Fig. 1: M3 wires
Drawn at 4 px/um.
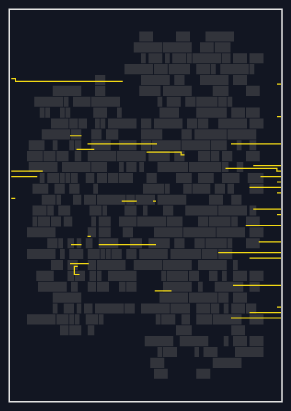
Fig. 2: wiring heat map
Drawn at 4 px/um. 14 x 20 tiles, from dark purple (low) to yellow (high), scaled to the fullest tile. Values are wire area over tile area, all layers added.
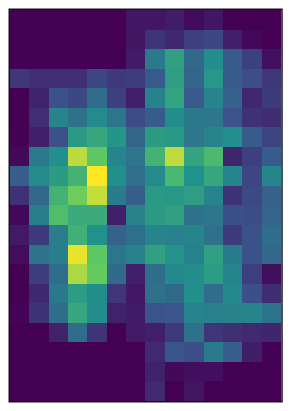
$ cat src/rtl/seg_scan_ctrl.sv
// seg_scan_ctrl: 4-digit seven-segment scan controller with per-slot blanking,
// leading-zero suppression and a shadow frame committed only at frame boundaries.
module seg_scan_ctrl #(
    parameter int DIV   = 50000,
    parameter int BLANK = 8
) (
    input  logic        Clk,
    input  logic        Rst,
    input  logic        Load,
    input  logic [15:0] Data,
    input  logic        Lz_en,
    output logic [3:0]  A,
    output logic [3:0]  Dig_n,
    output logic        Frame,
    output logic        Pend
);
    localparam int CW = (DIV > 1) ? $clog2(DIV) : 1;
    typedef enum logic {S_BLANK, S_SHOW} state_t;
    logic [CW-1:0] r_cnt;
    logic [1:0]    r_idx;
    state_t        r_state;
    logic [15:0]   r_disp;
    logic [15:0]   r_shad;
    logic          r_pend;
    logic          w_last;
    logic          w_commit;
    logic [3:0]    w_lead_zero;
    logic          w_blank;
    assign w_last   = r_cnt == CW'(DIV - 1);
    assign w_commit = w_last && r_idx == 2'd3;
    // w_lead_zero[i]: every nibble from digit3 down to digit i is zero
    assign w_lead_zero[3] = r_disp[15:12] == 4'h0;
    assign w_lead_zero[2] = w_lead_zero[3] && r_disp[11:8] == 4'h0;
    assign w_lead_zero[1] = w_lead_zero[2] && r_disp[7:4] == 4'h0;
    assign w_lead_zero[0] = 1'b0;
    assign w_blank = Lz_en && w_lead_zero[r_idx];
    assign A       = r_disp[{r_idx, 2'b00} +: 4];
    assign Dig_n   = (r_state == S_BLANK || w_blank) ? 4'hF : ~(4'b0001 << r_idx);
    assign Frame   = r_cnt == '0 && r_idx == 2'd0;
    assign Pend    = r_pend;
    always_ff @(posedge Clk) begin
        if (Rst) begin
            r_cnt   <= '0;
            r_idx   <= 2'd0;
            r_state <= S_BLANK;
            r_disp  <= 16'h0;
            r_shad  <= 16'h0;
            r_pend  <= 1'b0;
        end else begin
            r_cnt <= w_last ? '0 : r_cnt + 1'b1;
            if (w_last) begin
                r_idx   <= r_idx + 2'd1;
                r_state <= S_BLANK;
            end else if (r_state == S_BLANK && r_cnt == CW'(BLANK - 1)) begin
                r_state <= S_SHOW;
            end
            // a Load landing on the commit cycle bypasses the shadow
            if (w_commit) begin
                if (Load) begin
                    r_disp <= Data;
                    r_shad <= Data;
                end else if (r_pend) begin
                    r_disp <= r_shad;
                end
                r_pend <= 1'b0;
            end else if (Load) begin
                r_shad <= Data;
                r_pend <= 1'b1;
            end
        end
    end
endmodule
$ cat config.mk
export PLATFORM = sky130hd
export DESIGN_NAME = seg_scan_ctrl
export DESIGN_NICKNAME = d
export VERILOG_FILES = /design/src/rtl/seg_scan_ctrl.sv
export SDC_FILE = /design/constraint.sdc
export NUM_CORES = 1
export LEC_CHECK = 0
export CAP_MARGIN = 20
export CORE_ASPECT_RATIO = 1.5
export CORE_MARGIN = 4
export CORE_UTILIZATION = 45
export DETAILED_ROUTE_END_ITERATION = 10
export PLACE_DENSITY = 0.69
export REMOVE_ABC_BUFFERS = 1
export SYNTH_ARGS = -nofsm -noshare
export SYNTH_HDL_FRONTEND = slang
export SYNTH_SLANG_ARGS = --single-unit
export TNS_END_PERCENT = 1
$ cat constraint.sdc
create_clock -name Clk -period 2.2 [get_ports Clk]
set_clock_uncertainty 0.2 [all_clocks]
set_input_delay 0.44 -clock Clk [delete_from_list [all_inputs] [get_ports Clk]]
set_output_delay 0.44 -clock Clk [all_outputs]
set_load 0.02 [all_outputs]
==> results.cfg <==
; implementation run metrics
[layout]
multi_input_comb_cells = 159
clockBufferCount = 6
area_dominant_class = logic gates
total_area_of_multi_input_combinational_cells_mm2 = 0.001255
fraction_of_final_layout_cells_sized_beyond_drive_strength_1_pct = 27.14
final-instance-count-excl-fill = 348
num-nets-final = 305
final_area_mm2 = 0.002993
final-clk-cell-share_pct = 2.968
final_layout_top_logic_cells = 49 x dfxtp_1, 38 x nor2_1, 24 x buf_4, 20 x clkdlybuf4s50_1, 17 x mux2i_1

[placed_design]
pre_cts_slack_ns = -0.4708
detailed_place.area_mm2 = 0.002873

[clocking]
clk-insertion-delay-late_ns = 0.31
buffer_count_from_post_cts_setup_fixing = 2

[routing]
drc_errors = 0
wirelength_um = 4969
detail_route.wl_per_cell_um = 14.28
met2WireLength_um = 2514
detailedRoute.firstPassIterationCount = 4

[yosys]
mux_area_share_pct = 19.78
netlist_instances = 232
yosys.area_share.xor_xnor_pct = 5.075
synth_simple_gate_area_share_pct = 21.13
ys_chip_area_mm2 = 0.002416
enable_flop_cells = 0

[global_route]
maximum_number_of_pins_on_one_net_before_global_route_repair = 33
first_global_vias = 1871
global_route.usage.met3_pct = 3.682
global_route_wire_length_before_repair_um = 8093

[die]
die_x_um = 67.83
well_tap_count = 68
core-area_mm2 = 0.005165
row_count = 32

[setup_path]
worst-path-stages = 6
critical_path.startpoint_type = register
cp_slowest_stage_delay_ns = 0.52
reg2reg_slack_ns = 0.14
worst-setup-path-type = reg2out
r2r-start = r_cnt[0]

[sta]
setup_ws_ns = -0.3017
final-setup-viol-count = 5

[power_and_ir_drop]
finalPower_w = 0.001644
power_of_the_clock_network_w = 0.000539
power.share.switching_pct = 23.18
p_int_w = 0.001263

[min_path]
hp-start = r_cnt[0]

[run_status]
failed_checks = setup timing
status = finished, violations left
Notes on Fig. 1 above:
share of all routed wire	4.7%
main direction	horizontal
nets with wire on the layer	28
longest straight run	26.7 um
wire length on this layer	233 um

Notes on Fig. 2 above:
fullest tile	0.45
nearly empty tiles	22%
tiles over half the peak	16%
mean over tiles	0.12
emptiest ninth of the die	top left

